**config.mk**
```make
export PLATFORM = sky130hd
export DESIGN_NAME = mmio_arbiter_flat
export DESIGN_NICKNAME = d
export VERILOG_FILES = /design/src/rtl/mmio_arbiter_if.sv /design/src/rtl/mmio_arbiter.sv /design/src/flat_wrapper.sv
export SDC_FILE = /design/constraint.sdc
export NUM_CORES = 1
export LEC_CHECK = 0
export CAP_MARGIN = 20
export CORE_MARGIN = 5
export CORE_UTILIZATION = 25
export DETAILED_ROUTE_END_ITERATION = 16
export SLEW_MARGIN = 20
export SYNTH_ARGS = -nofsm -noshare
export SYNTH_HDL_FRONTEND = slang
export SYNTH_SLANG_ARGS = --single-unit
```
**constraint.sdc**
```tcl
create_clock -name clock -period 1.9 [get_ports clock]
set_clock_uncertainty 0.05 [all_clocks]
set_input_delay 0.19 -clock clock [delete_from_list [all_inputs] [get_ports clock]]
set_output_delay 0.19 -clock clock [all_outputs]
set_load 0.01 [all_outputs]
```
**src/rtl/mmio_arbiter_if.sv**
```systemverilog
// MMIO request/ack bundle shared by the two host ports and the downstream port.
// master drives requests and consumes acks; slave is the opposite side.
interface mmio_arbiter_if #(
  parameter int unsigned INDEX_WIDTH = 32,
  parameter int unsigned DATA_WIDTH  = 32
);
  logic                   read_req;
  logic [INDEX_WIDTH-1:0] read_index;
  logic                   read_ack;
  logic [DATA_WIDTH-1:0]  read_data;
  logic                   write_req;
  logic [INDEX_WIDTH-1:0] write_index;
  logic [DATA_WIDTH-1:0]  write_data;
  logic                   write_ack;

  modport master (
    output read_req, read_index, write_req, write_index, write_data,
    input  read_ack, read_data, write_ack
  );

  modport slave (
    input  read_req, read_index, write_req, write_index, write_data,
    output read_ack, read_data, write_ack
  );
endinterface

```
**src/rtl/mmio_arbiter.sv**
```systemverilog
// Two-host MMIO arbiter: round-robin grant, one outstanding downstream transaction,
// combinational ack forwarding and a per-transaction timeout with sticky error flag.
module mmio_arbiter #(
  parameter int unsigned INDEX_WIDTH    = 32,
  parameter int unsigned DATA_WIDTH     = 32,
  parameter int unsigned TIMEOUT_CYCLES = 1024
) (
  input  logic            clock,
  input  logic            reset_n,
  mmio_arbiter_if.slave   h0,
  mmio_arbiter_if.slave   h1,
  mmio_arbiter_if.master  d,
  output logic            timeout_error,
  input  logic            error_clear
);

  localparam int unsigned TW = (TIMEOUT_CYCLES < 2) ? 1 : $clog2(TIMEOUT_CYCLES);
  localparam logic [TW-1:0] TMAX = TW'(TIMEOUT_CYCLES - 1);

  typedef enum logic [1:0] {
    IDLE  = 2'd0,
    READ  = 2'd1,
    WRITE = 2'd2
  } state_t;

  state_t                 r_state;
  state_t                 w_state_nxt;
  logic                   r_last_grant;
  logic                   w_last_grant_nxt;
  logic                   r_grant;
  logic                   w_grant_nxt;
  logic [INDEX_WIDTH-1:0] r_index;
  logic [INDEX_WIDTH-1:0] w_index_nxt;
  logic [DATA_WIDTH-1:0]  r_wdata;
  logic [DATA_WIDTH-1:0]  w_wdata_nxt;
  logic [TW-1:0]          r_timer;
  logic [TW-1:0]          w_timer_nxt;
  logic                   r_timeout_error;
  logic                   w_timeout_error_nxt;

  logic                   w_pend0;
  logic                   w_pend1;
  logic                   w_sel;
  logic                   w_sel_rd;
  logic [INDEX_WIDTH-1:0] w_sel_ridx;
  logic [INDEX_WIDTH-1:0] w_sel_widx;
  logic [DATA_WIDTH-1:0]  w_sel_wdata;
  logic                   w_busy;
  logic                   w_done;
  logic                   w_expire;
  logic                   w_finish;
  logic                   w_rd_ack;
  logic                   w_wr_ack;
  logic [DATA_WIDTH-1:0]  w_rdata;

  // State and latched-transaction registers
  always_ff @(posedge clock or negedge reset_n) begin
    if (!reset_n) begin
      r_state         <= IDLE;
      r_last_grant    <= 1'b1;
      r_grant         <= 1'b0;
      r_index         <= '0;
      r_wdata         <= '0;
      r_timer         <= '0;
      r_timeout_error <= 1'b0;
    end else begin
      r_state         <= w_state_nxt;
      r_last_grant    <= w_last_grant_nxt;
      r_grant         <= w_grant_nxt;
      r_index         <= w_index_nxt;
      r_wdata         <= w_wdata_nxt;
      r_timer         <= w_timer_nxt;
      r_timeout_error <= w_timeout_error_nxt;
    end
  end

  // Arbitration, downstream drive, ack forwarding and timeout
  always_comb begin
    w_state_nxt         = r_state;
    w_last_grant_nxt    = r_last_grant;
    w_grant_nxt         = r_grant;
    w_index_nxt         = r_index;
    w_wdata_nxt         = r_wdata;
    w_timer_nxt         = r_timer;
    w_timeout_error_nxt = r_timeout_error;
    w_done              = 1'b0;
    w_expire            = 1'b0;
    w_finish            = 1'b0;
    w_rd_ack            = 1'b0;
    w_wr_ack            = 1'b0;
    w_rdata             = '0;

    d.read_req    = 1'b0;
    d.read_index  = '0;
    d.write_req   = 1'b0;
    d.write_index = '0;
    d.write_data  = '0;
    h0.read_ack   = 1'b0;
    h0.write_ack  = 1'b0;
    h0.read_data  = '0;
    h1.read_ack   = 1'b0;
    h1.write_ack  = 1'b0;
    h1.read_data  = '0;

    w_pend0 = h0.read_req | h0.write_req;
    w_pend1 = h1.read_req | h1.write_req;
    // On a tie the host that did not win last time gets the grant
    if (w_pend0 && w_pend1) begin
      w_sel = ~r_last_grant;
    end else begin
      w_sel = w_pend1;
    end
    w_sel_rd    = w_sel ? h1.read_req    : h0.read_req;
    w_sel_ridx  = w_sel ? h1.read_index  : h0.read_index;
    w_sel_widx  = w_sel ? h1.write_index : h0.write_index;
    w_sel_wdata = w_sel ? h1.write_data  : h0.write_data;

    w_busy = (r_state != IDLE);

    case (r_state)
      IDLE: begin
        if (w_pend0 || w_pend1) begin
          w_grant_nxt      = w_sel;
          w_last_grant_nxt = w_sel;
          w_timer_nxt      = '0;
          w_wdata_nxt      = w_sel_wdata;
          if (w_sel_rd) begin
            w_state_nxt = READ;
            w_index_nxt = w_sel_ridx;
          end else begin
            w_state_nxt = WRITE;
            w_index_nxt = w_sel_widx;
          end
        end
      end
      READ: begin
        d.read_req   = 1'b1;
        d.read_index = r_index;
        w_done       = d.read_ack;
      end
      WRITE: begin
        d.write_req   = 1'b1;
        d.write_index = r_index;
        d.write_data  = r_wdata;
        w_done        = d.write_ack;
      end
      default: begin
        w_state_nxt = IDLE;
      end
    endcase

    // A downstream ack in the final cycle counts as a normal completion
    w_expire = w_busy && !w_done && (r_timer == TMAX);
    w_finish = w_done || w_expire;

    if (w_busy) begin
      w_timer_nxt = r_timer + TW'(1);
      if (w_finish) begin
        w_state_nxt = IDLE;
      end
    end

    w_rd_ack = (r_state == READ)  && w_finish;
    w_wr_ack = (r_state == WRITE) && w_finish;
    if ((r_state == READ) && w_done) begin
      w_rdata = d.read_data;
    end

    if (!r_grant) begin
      h0.read_ack  = w_rd_ack;
      h0.write_ack = w_wr_ack;
      h0.read_data = w_rdata;
    end else begin
      h1.read_ack  = w_rd_ack;
      h1.write_ack = w_wr_ack;
      h1.read_data = w_rdata;
    end

    // A timeout in the same cycle as error_clear keeps the flag set
    if (w_expire) begin
      w_timeout_error_nxt = 1'b1;
    end else if (error_clear) begin
      w_timeout_error_nxt = 1'b0;
    end
  end

  assign timeout_error = r_timeout_error;

endmodule

```
**src/flat_wrapper.sv**
```systemverilog
// flat-port wrapper written by rule: the top's interface ports become plain ports
module mmio_arbiter_flat 
#(
  parameter int unsigned INDEX_WIDTH    = 32,
  parameter int unsigned DATA_WIDTH     = 32,
  parameter int unsigned TIMEOUT_CYCLES = 1024
)
  (clock, reset_n, timeout_error, error_clear, h0_read_req, h0_read_index, h0_write_req, h0_write_index, h0_write_data, h0_read_ack, h0_read_data, h0_write_ack, h1_read_req, h1_read_index, h1_write_req, h1_write_index, h1_write_data, h1_read_ack, h1_read_data, h1_write_ack, d_read_req, d_read_index, d_write_req, d_write_index, d_write_data, d_read_ack, d_read_data, d_write_ack);
  mmio_arbiter_if #(.INDEX_WIDTH(INDEX_WIDTH), .DATA_WIDTH(DATA_WIDTH)) h0_i ();
  mmio_arbiter_if #(.INDEX_WIDTH(INDEX_WIDTH), .DATA_WIDTH(DATA_WIDTH)) h1_i ();
  mmio_arbiter_if #(.INDEX_WIDTH(INDEX_WIDTH), .DATA_WIDTH(DATA_WIDTH)) d_i ();
  input  logic clock;
  input  logic reset_n;
  output logic timeout_error;
  input  logic error_clear;
  input wire logic [$bits(h0_i.read_req)-1:0] h0_read_req;
  input wire logic [$bits(h0_i.read_index)-1:0] h0_read_index;
  input wire logic [$bits(h0_i.write_req)-1:0] h0_write_req;
  input wire logic [$bits(h0_i.write_index)-1:0] h0_write_index;
  input wire logic [$bits(h0_i.write_data)-1:0] h0_write_data;
  output wire logic [$bits(h0_i.read_ack)-1:0] h0_read_ack;
  output wire logic [$bits(h0_i.read_data)-1:0] h0_read_data;
  output wire logic [$bits(h0_i.write_ack)-1:0] h0_write_ack;
  input wire logic [$bits(h1_i.read_req)-1:0] h1_read_req;
  input wire logic [$bits(h1_i.read_index)-1:0] h1_read_index;
  input wire logic [$bits(h1_i.write_req)-1:0] h1_write_req;
  input wire logic [$bits(h1_i.write_index)-1:0] h1_write_index;
  input wire logic [$bits(h1_i.write_data)-1:0] h1_write_data;
  output wire logic [$bits(h1_i.read_ack)-1:0] h1_read_ack;
  output wire logic [$bits(h1_i.read_data)-1:0] h1_read_data;
  output wire logic [$bits(h1_i.write_ack)-1:0] h1_write_ack;
  output wire logic [$bits(d_i.read_req)-1:0] d_read_req;
  output wire logic [$bits(d_i.read_index)-1:0] d_read_index;
  output wire logic [$bits(d_i.write_req)-1:0] d_write_req;
  output wire logic [$bits(d_i.write_index)-1:0] d_write_index;
  output wire logic [$bits(d_i.write_data)-1:0] d_write_data;
  input wire logic [$bits(d_i.read_ack)-1:0] d_read_ack;
  input wire logic [$bits(d_i.read_data)-1:0] d_read_data;
  input wire logic [$bits(d_i.write_ack)-1:0] d_write_ack;
  assign h0_i.read_req = h0_read_req;
  assign h0_i.read_index = h0_read_index;
  assign h0_i.write_req = h0_write_req;
  assign h0_i.write_index = h0_write_index;
  assign h0_i.write_data = h0_write_data;
  assign h0_read_ack = h0_i.read_ack;
  assign h0_read_data = h0_i.read_data;
  assign h0_write_ack = h0_i.write_ack;
  assign h1_i.read_req = h1_read_req;
  assign h1_i.read_index = h1_read_index;
  assign h1_i.write_req = h1_write_req;
  assign h1_i.write_index = h1_write_index;
  assign h1_i.write_data = h1_write_data;
  assign h1_read_ack = h1_i.read_ack;
  assign h1_read_data = h1_i.read_data;
  assign h1_write_ack = h1_i.write_ack;
  assign d_read_req = d_i.read_req;
  assign d_read_index = d_i.read_index;
  assign d_write_req = d_i.write_req;
  assign d_write_index = d_i.write_index;
  assign d_write_data = d_i.write_data;
  assign d_i.read_ack = d_read_ack;
  assign d_i.read_data = d_read_data;
  assign d_i.write_ack = d_write_ack;
  mmio_arbiter #(.INDEX_WIDTH(INDEX_WIDTH), .DATA_WIDTH(DATA_WIDTH), .TIMEOUT_CYCLES(TIMEOUT_CYCLES)) u_core (.clock(clock), .reset_n(reset_n), .h0(h0_i), .h1(h1_i), .d(d_i), .timeout_error(timeout_error), .error_clear(error_clear));
endmodule
```
==> images/drive_strength.png <==
Bar = 50 um.
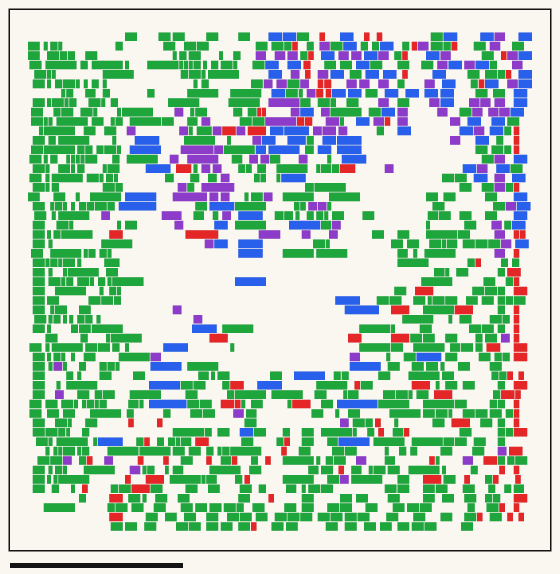
drive 2: marked red, cells 110. drive 3 to 4: marked purple, cells 109. drive 6 and up: marked blue, cells 96. drive 1 or less: marked green, cells 750.

==> images/gate_families.png <==
Bar = 50 um.
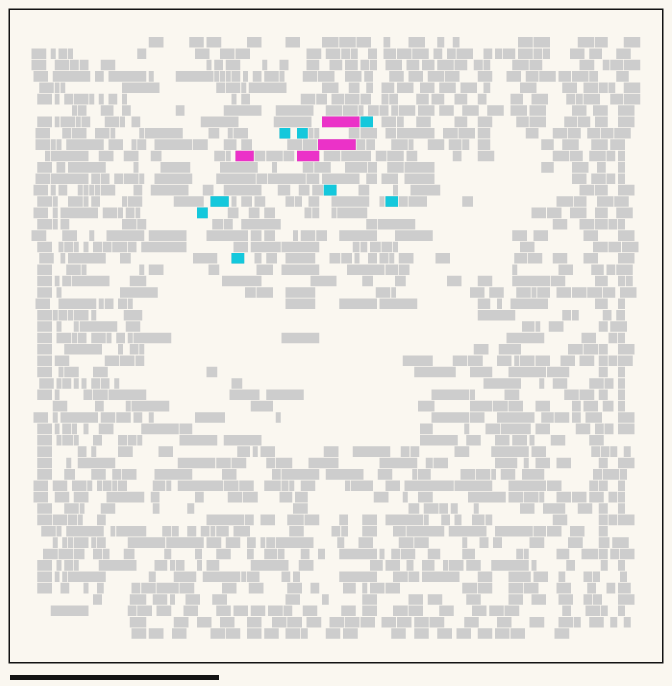
adder and majority cells: marked magenta, cells 4, most used ha_4, where north. AND-OR and OR-AND gates: marked cyan, cells 8.

==> images/cell_classes.png <==
Bar = 50 um.
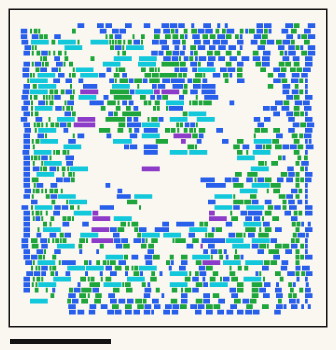
all other logic: marked green, cells 489, share of their area 33%. flip-flops: marked cyan, cells 79, share of their area 19%. other buffers and delay cells: marked blue, cells 481, share of their area 45%. clock drivers and dummy loads: marked purple, cells 16, share of their area 3.1%.

==> job_summary.md <==
## Synthesis and layout report

| Metric | Value |
|---|---|
| FILL cells | 2021 |
| Post-CTS sizing | 542 |
| Largest cell class | buffers |
| # rows | 53 |
| Tmin final | 2.216 ns |
| Post-synthesis cell area | 0.005326 sq mm |
| Detailed-route vias per instance | 4.607 |
| Hold_buf cts | 1 |
| Clock latency at the later pin of the worst-skew pair | approximately 0.34 ns |
| Mapped Nets | 854 |
| Starting DRT DRC Count | around 230 |
| Max layer used | met4 |
| TritonRoute pass-1 iters | 6 |
| Fin worst setup slack | -0.3158 ns |
| Crit Path Class | reg -> out |
| Logic area | 0.003433 sq mm |
| Status | finished with violations |
| Crit path to | h0_read_data[29] |
| Io pins | 400 |
| CTS tree | done |
| Via count | about 6200 |
| Failing checks | negative setup slack |
| Hold Vio Cnt, Final | 0 |
| # setup viols final | ~150 |
| First-pass GRT wire length | 37.94 mm |
| Syn_area_per_cell | around 8.6 sq um |
| Largest net degree at the start of global routing | roughly 48 |
| Worst endpoint required time | 1.66 ns |
| M1 GR Usage | 0.2416 |
==> images/registers.png <==
Bar = 50 um.
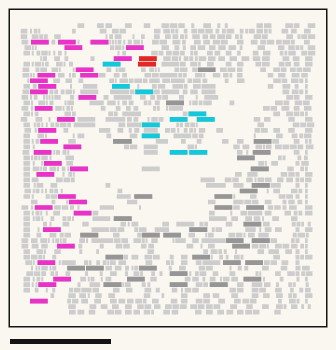
`u_core.r_state`: marked red, sequential cells 2. `u_core.r_timer`: marked cyan, sequential cells 10. `u_core.r_wdata`: marked magenta, sequential cells 32, where a column on the left.
FF+latch area: 0.001978 sq mm
Seq power: 3000 uW
sequential cell area share: 0.1833
final design utilization: 0.5134

==> images/final_congestion.png <==
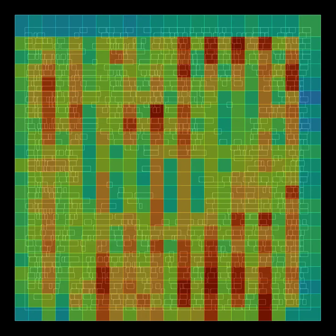
most used routing layer: met2
met3 Track Usage GR: 0.05576

## sequential cells by signal (all words and copies together), names as in the netlist
| signal | count |
|---|---|
| u_core.r_wdata | 32 |
| u_core.r_grant | 1 |
| u_core.r_state | 2 |
| u_core.timeout_error | 1 |
| u_core.r_index | 32 |
| u_core.r_last_grant | 1 |
| u_core.r_timer | 10 |
## worst register-to-register path, cell delays in order, from the launching register on
cell and delay (ns):
dfrtp_1 0.39, inv_2 0.08, ha_2 0.20, buf_6 0.12, and4b_1 0.23, a311oi_4 0.28
buf_4 0.18, buf_6 0.11, clkbuf_16 0.16, o221ai_1 0.10
## power breakdown
group | internal, uW | switching (uW) | leakage (uW)
combinational | 3910 | 3610 | 0.00380
sequential | 2470 | 529 | 0.000949
clock | 1160 | 753 | 0.000153
total | 7550 | 4890 | 0.00490
## cells by family (layout without fill, tap and decap cells)
logic type | Yosys count | in the layout | synth area share
adders and majority gates | 4 | 4 | 0.009397
and+or+nand+nor | 323 | 323 | 0.3124
buffers and inverters | 53 | 501 | 0.04815
muxes | 70 | 70 | 0.1315
xor gates and xnor gates | 2 | 2 | 0.003289
AOI/OAI and AO/OA | 86 | 86 | 0.1238
other | 0 | 3 | 0
DFF | 79 | 79 | 0.3714
## per-stage QoR
step                      total power [uW]  cell area [sq um]  setup TNS [ns]  utilization  hold WS [ns]
after global placement                9825              10030          -37.19       0.4769        0.1433
after global routing                 13310              10790          -42.60       0.5134        0.3392
after detailed placement              9907              10030          -42.52       0.4769        0.1500
after floorplan                       6330               5331               0            -       -0.1556
final                                12430              10790          -28.90       0.5134        0.3115
after CTS                            12320              10420          -33.75       0.4957        0.3195
No activity file was given, so power comes from the tool's default toggle rates.
